## src/rtl/mem_byte_responder_pkg.sv

```systemverilog
// Shared types for the memory path: funct3 load/store widths and width helpers.
package mem_byte_responder_pkg;

  typedef logic [6:0] opcode_t;
  typedef logic [2:0] funct3_t;

  // RV32 load/store funct3 encodings.
  typedef enum logic [2:0] {
    BITS8   = 3'b000,
    BITS16  = 3'b001,
    BITS32  = 3'b010,
    BITS8U  = 3'b100,
    BITS16U = 3'b101
  } mem_width_e;

  function automatic logic width_legal(funct3_t w);
    return w inside {BITS8, BITS16, BITS32, BITS8U, BITS16U};
  endfunction

  // Index of the last byte of an access (N-1).
  function automatic logic [1:0] width_last_idx(funct3_t w);
    case (w)
      BITS16, BITS16U: return 2'd1;
      BITS32:          return 2'd3;
      default:         return 2'd0;
    endcase
  endfunction

  function automatic logic width_aligned(funct3_t w, logic [1:0] a);
    case (w)
      BITS16, BITS16U: return ~a[0];
      BITS32:          return (a == 2'b00);
      default:         return 1'b1;
    endcase
  endfunction

endpackage

```

## src/rtl/mem_byte_responder_if.sv

```systemverilog
// Request/response bundle between the control FSM (master) and the memory responder (slave).
interface mem_byte_responder_if #(
  parameter int unsigned ADDR_W = 32
);
  logic              req;
  logic              we;
  logic [2:0]        width;
  logic [ADDR_W-1:0] addr;
  logic [31:0]       wdata;
  logic [31:0]       rdata;
  logic              busy;
  logic              done;
  logic              err;

  modport master (
    output req, we, width, addr, wdata,
    input  rdata, busy, done, err
  );

  modport slave (
    input  req, we, width, addr, wdata,
    output rdata, busy, done, err
  );
endinterface

```

## src/rtl/mem_byte_responder_load_extender.sv

```systemverilog
// Sign/zero extension of an assembled little-endian load word.
module mem_byte_responder_load_extender
  import mem_byte_responder_pkg::*;
(
  input  logic [31:0] raw,
  input  mem_width_e  width,
  output logic [31:0] word
);

  // Extend from bit 7 or bit 15 depending on the access width.
  always_comb begin
    word = raw;
    case (width)
      BITS8:   word = {{24{raw[7]}}, raw[7:0]};
      BITS8U:  word = {24'h0, raw[7:0]};
      BITS16:  word = {{16{raw[15]}}, raw[15:0]};
      BITS16U: word = {16'h0, raw[15:0]};
      default: word = raw;
    endcase
  end

endmodule

```

## src/rtl/mem_byte_responder.sv

```systemverilog
// Byte-serial memory responder: one 32-bit access moves over an 8-bit array, one byte per clock.
module mem_byte_responder
  import mem_byte_responder_pkg::*;
#(
  parameter int unsigned DEPTH  = 256,
  parameter int unsigned ADDR_W = 32
) (
  input logic                 clk,
  input logic                 rst,
  mem_byte_responder_if.slave bus
);

  localparam int unsigned IdxW = $clog2(DEPTH);

  localparam logic [1:0] StIdle = 2'd0;
  localparam logic [1:0] StXfer = 2'd1;
  localparam logic [1:0] StDone = 2'd2;

  logic [7:0] mem [DEPTH];

  logic [1:0]      state_q, state_d;
  logic [1:0]      cnt_q, cnt_d;
  logic [IdxW-1:0] idx_q, idx_d;
  logic            we_q, we_d;
  logic [2:0]      width_q, width_d;
  logic [31:0]     wdata_q, wdata_d;
  logic [31:0]     asm_q, asm_d;
  logic [31:0]     rdata_q, rdata_d;
  logic            err_q, err_d;

  logic [IdxW-1:0] mem_idx;
  logic [31:0]     asm_next;
  logic [31:0]     ext_word;
  logic            unused_addr_hi;

  // Only the low index bits address the array; upper address bits alias.
  assign unused_addr_hi = ^bus.addr[ADDR_W-1:IdxW];

  assign mem_idx = idx_q + IdxW'(cnt_q);

  // Drop the current array byte into its little-endian slot of the assembly word.
  always_comb begin
    asm_next = asm_q;
    asm_next[{cnt_q, 3'b000} +: 8] = mem[mem_idx];
  end

  mem_byte_responder_load_extender u_load_extender (
    .raw   (asm_next),
    .width (mem_width_e'(width_q)),
    .word  (ext_word)
  );

  // Next-state and datapath updates for IDLE -> XFER -> DONE.
  always_comb begin
    state_d = state_q;
    cnt_d   = cnt_q;
    idx_d   = idx_q;
    we_d    = we_q;
    width_d = width_q;
    wdata_d = wdata_q;
    asm_d   = asm_q;
    rdata_d = rdata_q;
    err_d   = err_q;
    case (state_q)
      StIdle: begin
        if (bus.req) begin
          idx_d   = bus.addr[IdxW-1:0];
          we_d    = bus.we;
          width_d = bus.width;
          wdata_d = bus.wdata;
          cnt_d   = 2'd0;
          asm_d   = 32'h0;
          if (width_legal(bus.width) && width_aligned(bus.width, bus.addr[1:0])) begin
            state_d = StXfer;
            err_d   = 1'b0;
          end else begin
            // Illegal or misaligned: complete immediately without touching the array.
            state_d = StDone;
            err_d   = 1'b1;
          end
        end
      end
      StXfer: begin
        if (!we_q) begin
          asm_d = asm_next;
        end
        cnt_d = cnt_q + 2'd1;
        if (cnt_q == width_last_idx(width_q)) begin
          state_d = StDone;
          if (!we_q) begin
            rdata_d = ext_word;
          end
        end
      end
      StDone: begin
        state_d = StIdle;
        err_d   = 1'b0;
      end
      default: begin
        state_d = StIdle;
      end
    endcase
  end

  // Control and datapath registers, cleared asynchronously.
  always_ff @(posedge clk or posedge rst) begin
    if (rst) begin
      state_q <= StIdle;
      cnt_q   <= 2'd0;
      idx_q   <= '0;
      we_q    <= 1'b0;
      width_q <= 3'b000;
      wdata_q <= 32'h0;
      asm_q   <= 32'h0;
      rdata_q <= 32'h0;
      err_q   <= 1'b0;
    end else begin
      state_q <= state_d;
      cnt_q   <= cnt_d;
      idx_q   <= idx_d;
      we_q    <= we_d;
      width_q <= width_d;
      wdata_q <= wdata_d;
      asm_q   <= asm_d;
      rdata_q <= rdata_d;
      err_q   <= err_d;
    end
  end

  // Store byte write; array is never reset, and reset forces StIdle so no write follows.
  always_ff @(posedge clk) begin
    if (state_q == StXfer && we_q) begin
      mem[mem_idx] <= wdata_q[{cnt_q, 3'b000} +: 8];
    end
  end

  assign bus.busy  = (state_q != StIdle);
  assign bus.done  = (state_q == StDone);
  assign bus.err   = err_q;
  assign bus.rdata = rdata_q;

endmodule

```

## src/flat_wrapper.sv

```systemverilog
// flat-port wrapper written by rule: the top's interface ports become plain ports
module mem_byte_responder_flat import mem_byte_responder_pkg::*;
#(
  parameter int unsigned DEPTH  = 256,
  parameter int unsigned ADDR_W = 32
)
  (clk, rst, bus_req, bus_we, bus_width, bus_addr, bus_wdata, bus_rdata, bus_busy, bus_done, bus_err);
  mem_byte_responder_if #(.ADDR_W(ADDR_W)) bus_i ();
  input logic clk;
  input logic rst;
  input wire logic [$bits(bus_i.req)-1:0] bus_req;
  input wire logic [$bits(bus_i.we)-1:0] bus_we;
  input wire logic [$bits(bus_i.width)-1:0] bus_width;
  input wire logic [$bits(bus_i.addr)-1:0] bus_addr;
  input wire logic [$bits(bus_i.wdata)-1:0] bus_wdata;
  output wire logic [$bits(bus_i.rdata)-1:0] bus_rdata;
  output wire logic [$bits(bus_i.busy)-1:0] bus_busy;
  output wire logic [$bits(bus_i.done)-1:0] bus_done;
  output wire logic [$bits(bus_i.err)-1:0] bus_err;
  assign bus_i.req = bus_req;
  assign bus_i.we = bus_we;
  assign bus_i.width = bus_width;
  assign bus_i.addr = bus_addr;
  assign bus_i.wdata = bus_wdata;
  assign bus_rdata = bus_i.rdata;
  assign bus_busy = bus_i.busy;
  assign bus_done = bus_i.done;
  assign bus_err = bus_i.err;
  mem_byte_responder #(.DEPTH(DEPTH), .ADDR_W(ADDR_W)) u_core (.clk(clk), .rst(rst), .bus(bus_i));
endmodule
```

## config.mk

```make
export PLATFORM = sky130hd
export DESIGN_NAME = mem_byte_responder_flat
export DESIGN_NICKNAME = d
export VERILOG_FILES = /design/src/rtl/mem_byte_responder_pkg.sv /design/src/rtl/mem_byte_responder_if.sv /design/src/rtl/mem_byte_responder_load_extender.sv /design/src/rtl/mem_byte_responder.sv /design/src/flat_wrapper.sv
export SDC_FILE = /design/constraint.sdc
export NUM_CORES = 2
export LEC_CHECK = 0
export CAP_MARGIN = 20
export CORE_ASPECT_RATIO = 0.7
export CORE_UTILIZATION = 51
export DETAILED_ROUTE_END_ITERATION = 10
export PLACE_DENSITY = 0.67
export SLEW_MARGIN = 20
export SYNTH_ARGS = -nofsm -noshare
export SYNTH_HDL_FRONTEND = slang
export SYNTH_SLANG_ARGS = --single-unit
export TNS_END_PERCENT = 5
```

## constraint.sdc

```tcl
create_clock -name clk -period 4.7 [get_ports clk]
set_input_delay 0.94 -clock clk [delete_from_list [all_inputs] [get_ports clk]]
set_output_delay 0.94 -clock clk [all_outputs]
set_load 0.05 [all_outputs]
```

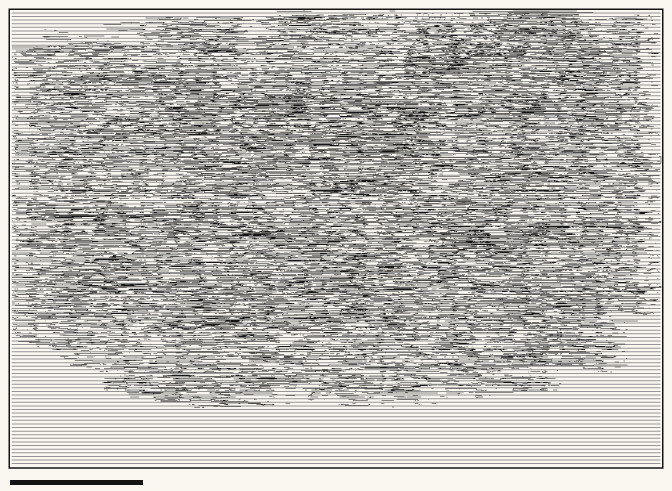
(the metal 1 layer)
The bar under the picture is 100 um long. Supply wires on this layer in gray.
nets with wire on the layer: 4320
wire length on this layer: 90.0 mm
longest straight run: 98.4 um
main direction: horizontal

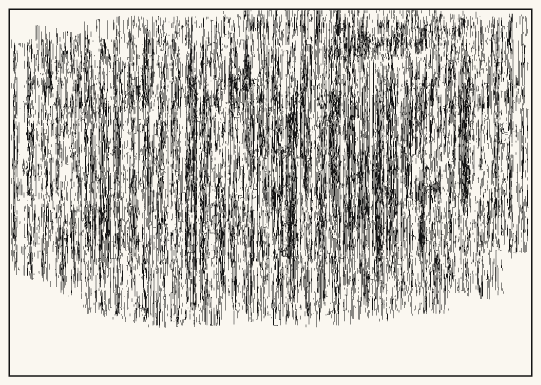
(signal wires on met2)
nets with wire on the layer: 4009
main direction: vertical
wire length on this layer: 91.5 mm
longest straight run: 118 um
share of all routed wire: 43%

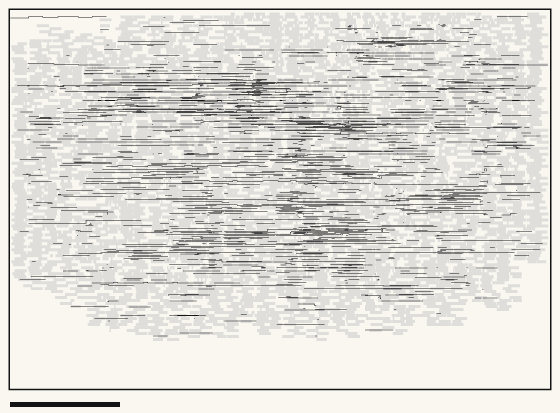
(M3 wires)
The bar under the picture is 100 um long.
share of all routed wire: 12%
wire length on this layer: 24.3 mm
longest straight run: 194 um
nets with wire on the layer: 644
main direction: horizontal

==> run notes <==
fresh numbers from the pnr run: Hold Slack 0.490 ns, crit share post-route 99.8%, worst path required time 5.43 ns, Netlist cell types 95, fin crit period 4.69 ns, ANT nets after route 0, Crit Path Max Fanout 21, dpl hpwl 135000 um, DR vias/cell 6.41, Num CTS Buffers 188, clock skew 0.0525 ns, Top-Level Pins 106, Final Instance Area 0.0965 mm2, routed len/inst 31.2 um, clock sink count 2161, reg2reg path depth 12, pwr/cell area 777 mW/mm2, Total Power 0.0750 W, routability cong. 0.860, # hold bufs at CTS 0, Initial DRT Pass Iterations 6, worst slew pin tran 1.12 ns, Seq share, synth 75.1%, Worst Setup Path Type flop to flop, CTS tree done, Post-Layout Cell Count 6752, Floorplan Nets 4102, CP endpoint u_core.asm_q[27], Area after DPL 0.0905 mm2, CP Capture Type flop, FFs w/ async S/R, synth 5.23%, Yosys warning count 0, largest net degree at the start of global routing 169, RSZ-0062 raised after global routing yes, FF-to-FF End u_core.asm_q[27], Synth area leader edfxtp_1, core area 0.166 mm2, I/O Buffers 81, Worst Path Arrival 5.42 ns, Reg2Reg Launch Point u_core.cnt_q[0], Total GRT Usage 25.0%, Initial Utilization 51.5%, vias in the first global route 41.1k, status completed, via count 43.3k, placed cells 6401, Syn Std Cell Area 0.0857 mm2, Setup Fix Bufs, Post-CTS 0, flip-flops with a built-in enable 2048, initial antenna violation count 10
==> report_power, final <==
group          switching [W]  internal [W]  total, W
registers           0.000335        0.0259    0.0262
logic                 0.0202        0.0134    0.0336
clock network        0.00685       0.00833    0.0152
total                 0.0274        0.0476    0.0750
==> cells by family after synthesis <==
logic type	share of synthesized area, %
flip-flops	75.1
AND/OR/NAND/NOR	3.58
multiplexers	16.7
buffers and inverters	2.30
AND-OR/OR-AND	2.18
adder cells (fa/ha/maj)	0.126
XOR/XNOR	0.0818
==> timing repair <==
action	4_1_cts	5_1_grt
setup endpoints to repair	2	40
resized	1	11
pin swaps	0	1
==> worst min path at each step <==
| stage | startpoint | endpoint | slack [ns] | cells after the start |
|---|---|---|---|---|
| floorplan | u_core.asm_q[27] | u_core.asm_q[27] | 0.45 | 2 |
| global placement | u_core.asm_q[31] | u_core.asm_q[31] | 0.47 | 2 |
| detailed placement | u_core.asm_q[27] | u_core.asm_q[27] | 0.48 | 2 |
| CTS | u_core.asm_q[27] | u_core.asm_q[27] | 0.50 | 2 |
| global route | u_core.asm_q[21] | u_core.asm_q[21] | 0.51 | 1 |
| finish | u_core.bus.rdata[7] | u_core.bus.rdata[7] | 0.49 | 1 |
==> layout make-up <==
cell class,instances,area (um2)
Fill cell,11900,69900
Sequential cell,2161,64300
Multi-Input combinational cell,1610,19600
Clock buffer,240,5070
Timing Repair Buffer,398,3870
Tap cell,2222,2780
Clock inverter,104,850
Inverter,11,43.8
Antenna cell,6,15.0
==> registers in the layout, indices dropped and copies added (netlist names) <==
name	count
u_core.asm_q	32
u_core.bus.rdata	32
u_core.mem	2048
u_core.state_q	2
u_core.wdata_q	32
u_core.bus.err	1
u_core.we_q	1
u_core.cnt_q	2
u_core.idx_q	8
u_core.width_q	3
==> metrics by stage <==
step	utilization (%)	worst slack, ns
6_report	58.0	0.0104
5_1_grt	58.0	-0.0468
4_1_cts	57.9	0.0702
3_5_place_dp	54.4	-0.0189
3_3_place_gp	54.4	-0.107
2_1_floorplan	-	0.773
==> critical path, delay by kind of cell (launching register included) <==
family / cells / cell delay [ns]
and+or+nand+nor: 4 / 1.57
adders and majority gates: 2 / 1.11
buffers and inverters: 3 / 0.65
muxes: 2 / 0.58
DFF: 1 / 0.41
AOI/OAI and AO/OA: 1 / 0.19
==> placed cells by master (no fill, tap or decap), types with 43 or more instances in the layout <==
cell             netlist  final
nor2_1               325    323
edfxtp_1            2048   2048
buf_12                23     53
clkbuf_16              0    196
clkinv_1               1     43
nand2_1              187    171
mux2_2                48     48
buf_4                 27    263
mux4_2               527    519
dfrtp_1              113    113
clkdlybuf4s50_1        0     81
mux4_1                54     54
clkbuf_1              68     44
==> routing by layer <==
| layer | vias to the layer above | share of wire, % | global-route usage, % | wire length (um) |
|---|---|---|---|---|
| met4 | 10 | 2.3 | 6.95 | 4890 |
| met1 | 23100 | 43 | 39.1 | 90000 |
| met3 | 300 | 12 | 6.44 | 24300 |
| li1 | 17500 | - | - | - |
| met2 | 2407 | 43 | 35.0 | 91500 |
| met5 | - | 0.035 | 0 | 74 |
Power figures rest on the tool's default switching activity, not on a simulated workload.
